==> run_1/placement_by_type.png <==
Drawn at 4 px/um. Fill, decap, tap and diode cells in gray.
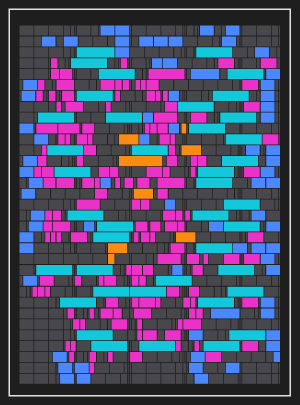
==> run_1/layer_met2.png <==
Drawn at 4 px/um.
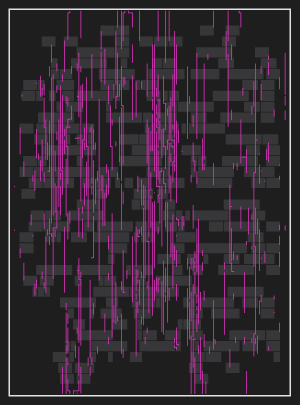
==> run_1/clk_routes.png <==
Drawn at 6 px/um.
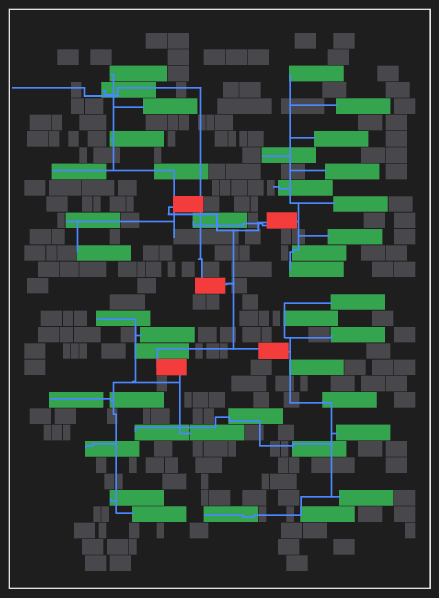
==> run_1/clocks.png <==
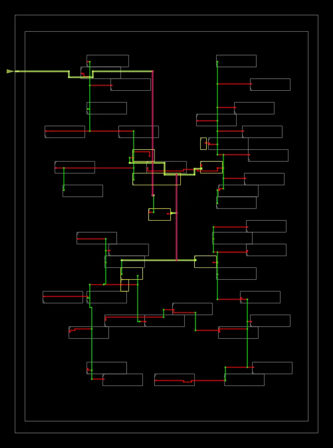
`src/rtl/mem_access_ctrl.sv`:
```
// Command sequencer in front of the 16x8 memory: single/burst read and write commands in, read beats out.
// Optional MEM_CTRL_CHECKSUM_EN adds rsp_sum, a running sum of the read beats of the current command.
module mem_access_ctrl #(
    parameter int ADDR_W   = 4,
    parameter int DATA_W   = 8,
    parameter int FILL_INC = 1
) (
    input  logic              clk,
    input  logic              rst_n,
    input  logic              cmd_valid,
    output logic              cmd_ready,
    input  logic [1:0]        cmd_op,
    input  logic [ADDR_W-1:0] cmd_addr,
    input  logic [ADDR_W-1:0] cmd_len,
    input  logic [DATA_W-1:0] cmd_data,
    output logic              mem_rw,
    output logic [ADDR_W-1:0] mem_addr,
    output logic [DATA_W-1:0] mem_wdata,
    input  logic [DATA_W-1:0] mem_rdata,
    input  logic              mem_rvalid,
    output logic              rsp_valid,
    input  logic              rsp_ready,
    output logic [DATA_W-1:0] rsp_data,
    output logic [ADDR_W-1:0] rsp_addr,
    output logic              rsp_last,
`ifdef MEM_CTRL_CHECKSUM_EN
    output logic [DATA_W-1:0] rsp_sum,
`endif
    output logic              busy,
    output logic              done
);

    // state    | meaning
    // IDLE     | waiting for a command, memory port parked in read
    // WR       | one write beat per cycle at mem_addr/mem_wdata
    // RD_ISSUE | read address presented, waiting for mem_rvalid
    // RSP      | read beat held on rsp_* until accepted
    // DONE     | one-cycle completion pulse
    typedef enum logic [2:0] {IDLE, WR, RD_ISSUE, RSP, DONE} state_t;

    state_t            state;
    logic [ADDR_W-1:0] cnt;
    logic [ADDR_W-1:0] len_q;

    assign cmd_ready = (state == IDLE);

    // mem_addr and mem_wdata double as the current burst address and fill value.
    always_ff @(posedge clk or negedge rst_n) begin
        if (!rst_n) begin
            state     <= IDLE;
            cnt       <= '0;
            len_q     <= '0;
            mem_rw    <= 1'b1;
            mem_addr  <= '0;
            mem_wdata <= '0;
            rsp_valid <= 1'b0;
            rsp_data  <= '0;
            rsp_addr  <= '0;
            rsp_last  <= 1'b0;
            busy      <= 1'b0;
            done      <= 1'b0;
`ifdef MEM_CTRL_CHECKSUM_EN
            rsp_sum   <= '0;
`endif
        end else begin
            done <= 1'b0;
            case (state)
                IDLE: begin
                    mem_rw <= 1'b1;
                    if (cmd_valid) begin
                        mem_addr  <= cmd_addr;
                        mem_wdata <= cmd_data;
                        cnt       <= '0;
                        len_q     <= cmd_op[1] ? cmd_len : '0;
                        busy      <= 1'b1;
`ifdef MEM_CTRL_CHECKSUM_EN
                        rsp_sum   <= '0;
`endif
                        if (!cmd_op[0]) begin
                            state  <= WR;
                            mem_rw <= 1'b0;
                        end else begin
                            state <= RD_ISSUE;
                        end
                    end
                end
                WR: begin
                    if (cnt == len_q) begin
                        state  <= DONE;
                        mem_rw <= 1'b1;
                        done   <= 1'b1;
                    end else begin
                        mem_addr  <= mem_addr + 1'b1;
                        mem_wdata <= mem_wdata + DATA_W'(FILL_INC);
                        cnt       <= cnt + 1'b1;
                    end
                end
                RD_ISSUE: begin
                    if (mem_rvalid) begin
                        rsp_data  <= mem_rdata;
                        rsp_addr  <= mem_addr;
                        rsp_last  <= (cnt == len_q);
                        rsp_valid <= 1'b1;
`ifdef MEM_CTRL_CHECKSUM_EN
                        rsp_sum   <= rsp_sum + mem_rdata;
`endif
                        state     <= RSP;
                    end
                end
                RSP: begin
                    if (rsp_ready) begin
                        rsp_valid <= 1'b0;
                        if (rsp_last) begin
                            state <= DONE;
                            done  <= 1'b1;
                        end else begin
                            mem_addr <= mem_addr + 1'b1;
                            cnt      <= cnt + 1'b1;
                            state    <= RD_ISSUE;
                        end
                    end
                end
                DONE: begin
                    mem_rw <= 1'b1;
                    busy   <= 1'b0;
                    state  <= IDLE;
                end
                default: state <= IDLE;
            endcase
        end
    end

endmodule

```
`config.mk`:
```
export PLATFORM = sky130hd
export DESIGN_NAME = mem_access_ctrl
export DESIGN_NICKNAME = d
export VERILOG_FILES = /design/src/rtl/mem_access_ctrl.sv
export SDC_FILE = /design/constraint.sdc
export NUM_CORES = 1
export LEC_CHECK = 0
export CAP_MARGIN = 25
export CORE_ASPECT_RATIO = 1.4
export CORE_MARGIN = 2
export CORE_UTILIZATION = 35
export CTS_CLUSTER_DIAMETER = 120
export DETAILED_ROUTE_END_ITERATION = 10
export HOLD_SLACK_MARGIN = 0.15
export PLACE_DENSITY_LB_ADDON = 0.05
export SYNTH_ARGS = -nofsm -noshare
export SYNTH_HDL_FRONTEND = slang
export SYNTH_SLANG_ARGS = --single-unit
```
`constraint.sdc`:
```
create_clock -name clk -period 2.1 [get_ports clk]
set_clock_uncertainty 0.05 [all_clocks]
set_input_delay 0.42 -clock clk [delete_from_list [all_inputs] [get_ports clk]]
set_output_delay 0.42 -clock clk [all_outputs]
set_load 0.01 [all_outputs]
```
==> run_results.csv, run 1 <==
group,metric,value,unit
status,outcome,"complete, no violations",
synth,async_reset_ff_share,100.0,%
synth,synthXorXnorAreaFrac,1.646,%
floorplanning,die_h,96.27,um
power,combPwrFrac,56.2,%
power,p_sw,0.001863,W
synth,ys_types,53,
timing,fin_ws,113.0,ps
worst_setup_path,worstPathRequired,1630,ps
synth,synth_adder_area_share,1.764,%
min_path,min_from,"rsp_data[3]",
synth,syn_inst,200,
global_routing,antenna_found_initial,0,
floorplanning,die_w,69.91,um
cells_and_area,fin_nets,299,
clocking,clkTransAtPathRegs,70,ps
timing,slew_headroom,63.46,%
min_path,hold_class,"reg -> reg",
worst_setup_path,r2r_cells,5,
synth,ys.flop_type,"dfrtp_1",
placement,port_buffers,60,
clocking,clockRootBuffer,"clkbuf_8",
worst_setup_path,endpoint_kind,"output port",
detailed_routing,wire_per_inst,14.74,um
synth,edf_count,0,
worst_setup_path,rrSetupSlack,210,ps
synth,numSynthFlops,40,
power,p_seq,0.00144,W
min_path,min_path_cells,1,
cells_and_area,n_antenna_cell,0,
global_routing,grt_pass1_vias,1708,
worst_setup_path,rr_startpoint,"state[0]",
synth,syn-cell-area,2128,um2
synth,synth_nets,234,
synth,netlist.area_leader.share,45.86,%
synth,synth_stat.cells,200,
cells_and_area,layout-drive-gt1-share,12.78,%
timing,post-route-period-util,94.62,%
power,seqPwrFrac,30.6,%
cells_and_area,stdcell_count,336,
clocking,h-tree-depth,2,
global_routing,grt_overflow,0,
placement,routabilityCongestion,0.7600,
worst_setup_path,startpoint_type,"flip-flop",
power,pg_comb,0.00263,W
worst_setup_path,crit_fanout,3,
worst_setup_path,r2r_end,"mem_wdata[1]",
cells_and_area,layout_top_cell,"clkdlybuf4s50_1",
power,p_sw_share,39.77,%
worst_setup_path,path_class,"reg -> out",
timing,worst_slew_pin_slew,547.0,ps
synth,synth_top_cell_by_area,"dfrtp_1",
floorplanning,dieArea,6729,um2
floorplanning,floorplan.core_util,36.30,%
flow_run,maxCapViolCount,0,
detailed_routing,viasPerCell,5.193,
timing,slew_violations,0,
timing,rsz0062_at_grt,"false",
detailed_routing,drtIter0Drc,64,
clocking,clock_path_buffers,2,
global_routing,grt_pass1_wl,8.266,mm
flow_run,openroad.warnings,26,
timing,fin_tns_setup,0,ps
worst_setup_path,cp.arrival,1520,ps
cells_and_area,final_cell_mix,"59 x clkdlybuf4s50_1, 39 x dfrtp_1, 21 x nand2_1",
global_routing,grtUsageTotal,15.43,%
clocking,tritoncts,"done",
power,p_leak,1.213,nW
min_path,min_to,"rsp_data[3]",
timing,fmax,0.5033,GHz
floorplanning,io_pins,61,
power,power.density,1575,nW/um2
synth,yosys_area,2128,um2
timing,hold_violations,0,
synth,simple_gate_area_share,14.11,%
synth,synthTopCellsByArea,"dfrtp_1 46%, mux2_1 7.4%, nand2_1 3.7%, nand3_1 2.4%, a211oi_2 1.8%",
timing,setup_violations,0,
synth,ys_warn_count,0,
synth,mux_share,9.406,%
power,power_leader,"combinational logic",
synth,netlist_top_cells_count,"39 x dfrtp_1, 21 x nand2_1, 14 x mux2_1",
synth,post-synth-top-count-cell,"dfrtp_1",
placement,dp_hpwl,3.658,mm
synth,logic_family,"AND-OR/OR-AND gates",
cells_and_area,syn2layout_area_growth,39.74,%
placement,dp.cells,327,
power,p_int,0.002821,W
detailed_routing,num_vias,1745,
placement,post-place-ws,76.21,ps
synth,yosys.area_share.aoi,20.05,%
detailed_routing,drtAntennaViolNets,0,
power,finalPower,0.004685,W
timing,period_needed,1987,ps
synth,avgSynthCellArea,10.64,um2
detailed_routing,wl,4.951,mm
detailed_routing,first_pass_iters,4,
power,vdd_drop_max,0.6677,mV
detailed_routing,drc,0,
global_routing,grt_max_degree,23,
synth,postSynthSeqShare,47.09,%
Notes on placement_by_type.png above:
Key: flops = cyan [cells 40]; clock drivers and dummy loads = orange [cells 8]; combinational and other logic = magenta [cells 146]; other buffers and delay cells = blue [cells 72]
Design Area, Final: 2974 um2
Seq area share: 33.70%
placement row count: 33
core footprint: 5863 um2
share of the core filled with cells: 50.73%

Notes on layer_met2.png above:
The wires run mostly vertical. The layer holds 51% of the routed length. 248 nets have wire on it. The longest straight run is 45.2 um. The layer carries 2,510 um of wire.

Notes on clk_routes.png above:
Key: clock drivers = red [count 5]; flip-flops = green [count 40]; clock wires = blue [length 518 um]
There are 6 routed clock nets.
clock network fraction of total power: 13.1%
clk latency late pin: 290 ps
Clk. pwr: 0.000615 W

Notes on clocks.png above:
CTS Buf Count: 5
CTS sink cnt: 40
clock buffers: 6
registers: 40

[run 1: worst max-delay path: stages, from the launching register on]
cell and delay [ps]:
dfrtp_1 420, nor3_4 240, clkdlybuf4s50_1 570
[run 1: worst max-delay path by stage]
stage | startpoint | end | slack, ps | depth (start not counted)
floorplan | state[1] | mem_wdata[1] | 460 | 5
global placement | rsp_ready | mem_addr[1] | 100 | 5
detailed placement | rsp_ready | mem_addr[1] | 80 | 5
CTS | state[1] | cmd_ready | 70 | 2
global route | state[1] | cmd_ready | 30 | 2
finish | state[1] | cmd_ready | 110 | 2
[run 1: layer usage]
layer | share of wire [%] | GRT usage [%] | up-vias
li1 | - | - | 854
met1 | 44 | 18.42 | 843
met2 | 51 | 27.86 | 43
met3 | 4.5 | 3.560 | 5
met4 | 0.97 | 4.327 | 0
met5 | 0 | 0 | -
[run 1: layout make-up]
| cell class | count | area [um2] |
|---|---|---|
| multi-input combinational | 136 | 1026 |
| tap | 70 | 87.58 |
| sequential | 40 | 1002 |
| clock inverter | 2 | 35.03 |
| fill | 553 | 2889 |
| clock buffer | 6 | 72.57 |
| timing repair buffer | 72 | 713.2 |
| inverter | 10 | 37.54 |
[run 1: state kept, by name, indices dropped and copies added, names as in the netlist, 3 cells and up]
register and cells:
mem_wdata 8, rsp_data 8, cnt 4, len_q 4, mem_addr 4, rsp_addr 4
state 3
[run 1: what timing repair did]
item                                    CTS  global route
hold endpoints to repair                 18             0
endpoints found under the setup margin    1             1
setup buffers                             0             0
resized                                   1             1
hold buffers                              1             0
[run 1: stage by stage]
step / area [um2] / hold WS, ps
after floorplan: 2128 / 74.41
after global placement: 2845 / 346.9
after detailed placement: 2845 / 346.3
after CTS: 2968 / 443.6
after global routing: 2974 / 465.3
final: 2974 / 437.1
==> run_1/io_placement.png <==
Drawn at 3 px/um. Pins as bars across the die edge, other pins in gray.
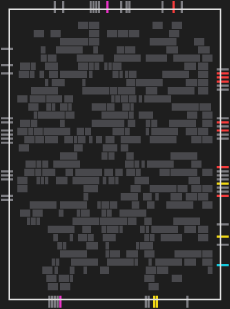

==> run 2: changes to the inputs <==
Clock period 2.1 ns to 1.74 ns, I/O delays scaled along.
==> run_2/io_placement.png <==
Drawn at 3 px/um. Pins as bars across the die edge, other pins in gray.
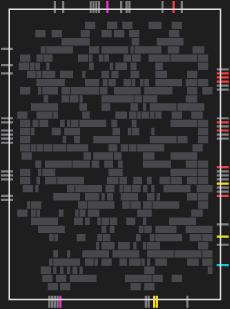
Key: rst_n = cyan [pins 1, direction input, edge right]; mem_addr = yellow [pins 4, direction output, edge 2 right, 2 bottom]; mem_rdata = red [pins 8, direction input, edge 7 right, 1 top]; cmd_op = magenta [pins 2, direction input, edge 1 top, 1 bottom]

==> run_2/clk_routes.png <==
Drawn at 6 px/um.
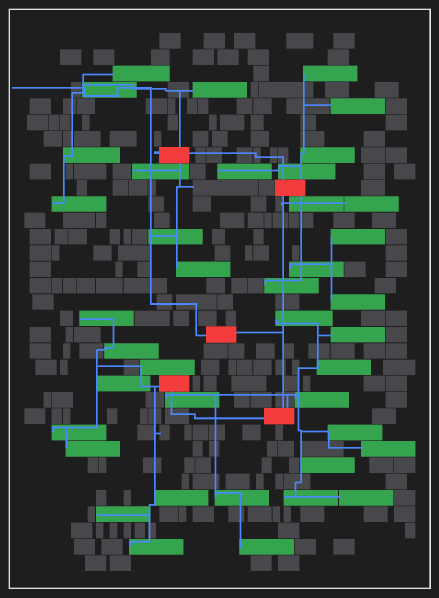
Key: clock wires = blue [length 585 um]; flip-flops = green [count 40]; clock drivers = red [count 5]
There are 6 routed clock nets. Position of the flops: widely spread.

==> run_results.csv, run 2 <==
group,metric,value,unit
synth,async_reset_ff_share,100.0,%
worst_setup_path,cpPeakStageDelay,570,ps
synth,synthTopCellsByArea,"dfrtp_1 46%, mux2_1 7.4%, nand2_1 3.7%, nand3_1 2.4%, a211oi_2 1.8%",
timing,fin_tns_setup,0,ps
worst_setup_path,rr_startpoint,"state[0]",
synth,synth_top_cell_by_area,"dfrtp_1",
floorplanning,io_pins,61,
detailed_routing,viasPerCell,5.062,
clocking,cts.repair.resized,5,
cells_and_area,nFillCells,550,
floorplanning,rows,33,
clocking,h-tree-depth,2,
worst_setup_path,worst-path-buf-inv,1,
clocking,clkTransAtPathRegs,80,ps
cells_and_area,layout_top_cell,"clkdlybuf4s50_1",
placement,dp_hpwl,3.704,mm
synth,ys_types,53,
synth,yosys.area_share.aoi,20.05,%
min_path,hold_class,"reg -> reg",
synth,simple_gate_area_share,14.11,%
worst_setup_path,cp.depth,1,
detailed_routing,wl,5.020,mm
synth,avgSynthCellArea,10.64,um2
clocking,cts.sinks,40,
power,p_leak,1.321,nW
cells_and_area,top_regs,"mem_wdata: 8 flops, rsp_data: 8 flops",
cells_and_area,n_antenna_cell,0,
worst_setup_path,r2r_cells,5,
flow_run,maxCapViolCount,0,
timing,hold_violations,0,
timing,slew_headroom,68.28,%
synth,post-synth-top-count-cell,"dfrtp_1",
synth,edf_count,0,
clocking,cts_buffers,5,
synth,postSynthSeqShare,47.09,%
worst_setup_path,startpoint_type,"flip-flop",
floorplanning,floorplan.core_util,36.30,%
clocking,clockRootBuffer,"clkbuf_8",
synth,ys.flop_type,"dfrtp_1",
synth,ys_warn_count,0,
flow_run,openroad.warnings,27,
timing,setup_violations,0,
timing,slew_violations,0,
worst_setup_path,rrSetupSlack,50,ps
cells_and_area,fin_nets,316,
clocking,postCtsSetupBuffers,2,
worst_setup_path,crit_family,"buffers and inverters",
worst_setup_path,path_class,"reg -> out",
floorplanning,design.core.area,5863,um2
synth,syn_inst,200,
synth,netlist_top_cells_count,"39 x dfrtp_1, 21 x nand2_1, 14 x mux2_1",
placement,post-place-ws,-173.8,ps
cells_and_area,layout-drive-gt1-share,20.49,%
detailed_routing,first_pass_iters,4,
synth,numSynthFlops,40,
timing,fin_ws,29.13,ps
synth,synth_stat.cells,200,
power,power.density,1929,nW/um2
global_routing,grt_pass1_vias,1725,
synth,netlist.area_leader.share,45.86,%
synth,synth_nets,234,
synth,synthXorXnorAreaFrac,1.646,%
placement,post_dp_cell_area,2970,um2
timing,post-route-period-util,98.33,%
worst_setup_path,r2r_end,"rsp_last",
worst_setup_path,endpoint_kind,"output port",
synth,synth_adder_area_share,1.764,%
global_routing,grt_pass1_wl,8.335,mm
synth,syn-cell-area,2128,um2
worst_setup_path,cp-startpoint,"mem_addr[2]",
worst_setup_path,crit_path_end,"mem_addr[2]",
timing,fmax,0.5845,GHz
worst_setup_path,crit_fanout,5,
floorplanning,die_h,96.27,um
floorplanning,dieArea,6729,um2
detailed_routing,num_vias,1787,
worst_setup_path,cp.arrival,1310,ps
detailed_routing,wire_per_inst,14.22,um
clocking,tritoncts,"done",
placement,routabilityCongestion,0.7967,
status,outcome,"complete, no violations",
global_routing,grtUsageTotal,15.82,%
power,vdd_drop_max,0.7424,mV
worst_setup_path,slowest_stage,"clkdlybuf4s50_1",
cells_and_area,final_cell_mix,"56 x clkdlybuf4s50_1, 35 x dfrtp_1, 22 x buf_4",
worst_setup_path,worstPathRequired,1340,ps
clocking,clkLatencyLatePin,300,ps
timing,worst_slew_pin_slew,475.8,ps
clocking,postCtsHoldBufs,1,
floorplanning,die_w,69.91,um
global_routing,grt_overflow,0,
power,finalPower,0.006048,W
worst_setup_path,crit_path_cell_trace,"clkdlybuf4s50_1",
synth,yosys_area,2128,um2
synth,mux_share,9.406,%
-- run 2: cell counts after synthesis --
Identical to the previous run, type by type.
-- run 2: cells by family after synthesis --
family,Yosys count
and+or+nand+nor,58
muxes,18
DFF,40
AOI/OAI and AO/OA,53
buffers and inverters,24
xor gates and xnor gates,4
adders and majority gates,3
-- run 2: final cells by class --
cell class | instances | area, um2 | area share [%]
clock buffers | 6 | 72.57 | 2.314
clock inverters | 2 | 35.03 | 1.117
inverters | 10 | 37.54 | 1.197
multi-input cells | 136 | 1030 | 32.84
flip-flops and latches | 40 | 1007 | 32.12
well taps | 70 | 87.58 | 2.793
repair buffers | 89 | 865.8 | 27.61
-- run 2: stage by stage --
step	util (%)	std cells	hold slack, ps
after global placement	50.66	342	285.8
final	53.48	353	436.6
after floorplan	-	200	2.409
after detailed placement	50.66	342	280.0
after global routing	53.48	353	466.6
after CTS	52.99	353	443.3
-- run 2: worst min path at each step --
stage / end / slack (ps) / start / depth (start not counted)
global placement: rsp_addr[2] / 290 / rst_n / 1
floorplan: busy / 2 / rst_n / 0
detailed placement: rsp_addr[2] / 280 / rst_n / 1
global route: rsp_addr[3] / 470 / rsp_addr[3] / 1
finish: rsp_data[5] / 440 / rsp_data[5] / 1
CTS: rsp_addr[2] / 440 / rsp_addr[2] / 1
-- run 2: where the power goes --
group / total, W / switching [W] / internal, W / leakage (nW)
Combinational: 0.00356 / 0.00164 / 0.00192 / 0.788
Sequential: 0.00173 / 0.000346 / 0.00138 / 0.478
Clock: 0.000761 / 0.000335 / 0.000426 / 0.0552
-- run 2: layer usage --
metal	track usage, %	wire length [um]	vias up
met5	0	0	-
met3	4.084	289	6
met1	18.98	2174	838
met4	5.769	79	0
li1	-	-	895
met2	27.46	2476	48
==> run_2/clocks.png <==
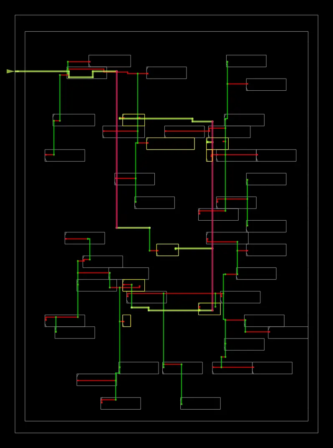

==> run 3: changes to the inputs <==
Settings changed: GPL_TIMING_DRIVEN from default to 0.
==> run_3/clocks.png <==
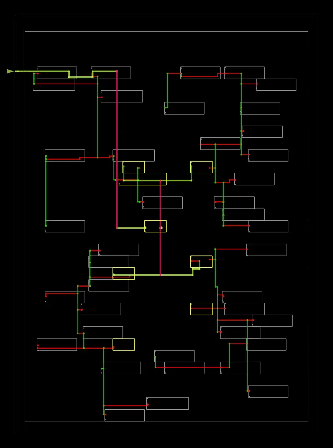
Clk. pwr: 0.000821 W
clock buffers: 7

==> run_results.csv, run 3 <==
group,metric,value,unit
status,outcome,"complete, no violations",
synth,synth_stat.cells,200,
worst_setup_path,startpoint_type,"flip-flop",
clocking,clockRootBuffer,"clkbuf_8",
timing,whs,435.1,ps
worst_setup_path,rrSetupSlack,60,ps
cells_and_area,layout-drive-gt1-share,18.15,%
cells_and_area,nFillCells,548,
global_routing,grt_overflow,0,
synth,syn-cell-area,2128,um2
worst_setup_path,cp.arrival,1290,ps
clocking,clkTransAtPathRegs,70,ps
floorplanning,rows,33,
timing,worst_slew_pin_slew,517.0,ps
cells_and_area,stdcell_count,351,
global_routing,grt_pass1_vias,1805,
worst_setup_path,worstPathRequired,1340,ps
placement,dp.cells,331,
timing,fin_tns_setup,0,ps
floorplanning,die_h,96.27,um
synth,yosys_area,2128,um2
detailed_routing,wire_per_inst,14.45,um
detailed_routing,drtIter0Drc,88,
cells_and_area,comb_area,1011,um2
floorplanning,floorplan.core_util,36.30,%
synth,synth_nets,234,
flow_run,maxCapViolCount,0,
global_routing,grtUsageTotal,16.35,%
cells_and_area,fin_nets,314,
placement,port_buffers,60,
worst_setup_path,cpPeakStageDelay,570,ps
detailed_routing,wl,5.071,mm
worst_setup_path,worst-path-buf-inv,1,
cells_and_area,final_cell_mix,"56 x clkdlybuf4s50_1, 35 x dfrtp_1, 21 x nand2_1",
placement,post-place-ws,-541.3,ps
synth,postSynthSeqShare,47.09,%
timing,slew_headroom,65.53,%
clocking,cts_buffers,5,
clocking,clock_path_buffers,2,
power,finalPower,0.006018,W
placement,post_dp_cell_area,2831,um2
synth,avgSynthCellArea,10.64,um2
floorplanning,design.core.area,5863,um2
cells_and_area,final_util,52.43,%
synth,async_reset_ff_share,100.0,%
flow_run,openroad.warnings,26,
synth,numSynthFlops,40,
cells_and_area,stdcell_area,3074,um2
global_routing,grt_pass1_wl,8.797,mm
worst_setup_path,crit_path_cell_trace,"clkdlybuf4s50_1",
detailed_routing,drtAntennaViolNets,0,
timing,rsz0062_at_grt,"false",
clocking,clkLatencyLatePin,290,ps
placement,dp_hpwl,3.710,mm
power,p_leak,1.279,nW
power,power.density,1958,nW/um2
detailed_routing,drc,0,
synth,netlist_top_cells_count,"39 x dfrtp_1, 21 x nand2_1, 14 x mux2_1",
timing,hold_violations,0,
worst_setup_path,endpoint_kind,"output port",
synth,syn_inst,200,
clocking,cts.sinks,40,
clocking,tritoncts,"done",
synth,netlist.area_leader.share,45.86,%
floorplanning,io_pins,61,
timing,post-route-period-util,96.96,%
cells_and_area,top_regs,"mem_wdata: 8 flops, rsp_data: 8 flops",
synth,ys_warn_count,0,
synth,ys.flop_type,"dfrtp_1",
detailed_routing,num_vias,1822,
clocking,h-tree-depth,2,
detailed_routing,viasPerCell,5.191,
timing,fin_ws,52.90,ps
synth,edf_count,0,
global_routing,grt_max_degree,26,
timing,period_needed,1687,ps
synth,ys_types,53,
global_routing,antenna_found_initial,0,
cells_and_area,n_antenna_cell,0,
min_path,hold_class,"reg -> reg",
timing,fmax,0.5927,GHz
placement,routabilityCongestion,0.7732,
cells_and_area,seq_area,1007,um2
cells_and_area,layout_top_cell,"clkdlybuf4s50_1",
floorplanning,dieArea,6729,um2
cells_and_area,syn2layout_area_growth,44.44,%
floorplanning,die_w,69.91,um
power,vdd_drop_max,0.9201,mV
worst_setup_path,crit_family,"buffers and inverters",
timing,slew_violations,0,
==> run_3/placement_by_type.png <==
Drawn at 4 px/um. Fill, decap, tap and diode cells in gray.
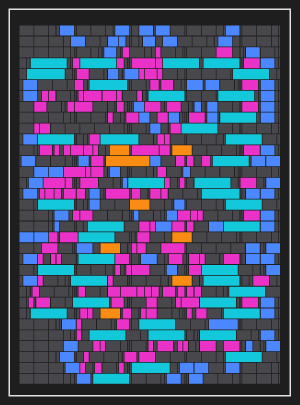
Key: other buffers and delay cells = blue [cells 87]; clock drivers and dummy loads = orange [cells 8]; flops = cyan [cells 40]; combinational and other logic = magenta [cells 146]

==> run 3: cell counts after synthesis <==
No cell type changed its count.
==> run 3: worst paths after layout <==
check	start	endpoint	depth (start not counted)
worst max-delay path	mem_wdata[4]	mem_wdata[4]	1
max in group asynchronous	rst_n	mem_rw	3
worst min register to register	rsp_addr[0]	rsp_addr[0]	1
worst min-delay path	rsp_addr[0]	rsp_addr[0]	1
worst max register to register	state[0]	mem_addr[3]	6
min in group asynchronous	rst_n	len_q[0]	2
==> run 3: power by group <==
part / internal [W] / leakage [nW] / switching [W]
combinational: 0.00182 / 0.737 / 0.00164
clock: 0.000506 / 0.0645 / 0.000315
sequential: 0.00138 / 0.478 / 0.000351
==> run 3: layout make-up <==
type | count | share of cell area [%]
clock inverter | 1 | 0.9768
multi-input combinational | 136 | 32.89
inverter | 10 | 1.221
sequential | 40 | 32.76
buffer | 14 | 3.378
timing repair buffer | 73 | 22.79
tap | 70 | 2.849
clock buffer | 7 | 3.134
==> run 3: layer usage <==
| metal | up-vias | global-route usage [%] | part of all wire [%] |
|---|---|---|---|
| li1 | 892 | - | - |
| met1 | 864 | 19.84 | 43 |
| met2 | 57 | 29.44 | 50 |
| met3 | 9 | 2.827 | 4.8 |
| met4 | 0 | 5.449 | 1.8 |
| met5 | - | 0 | 0 |
==> run 3: logic make-up after synthesis <==
family	synth area share (%)
buf+inv	5.937
xor+xnor	1.646
compound gates	20.05
mux	9.406
simple gates	14.11
fa+ha+maj	1.764
flops	47.09
==> run 3: timing repair <==
| item | CTS | global route |
|---|---|---|
| setup endpoints to repair | 13 | 16 |
| hold buffers | 1 | 0 |
| pin swaps | 1 | 3 |
| resized | 9 | 13 |
| gates cloned | 0 | 0 |
| setup buffers | 9 | 2 |
| endpoints found under the hold margin | 15 | 0 |
Power figures rest on the tool's default switching activity, not on a simulated workload.
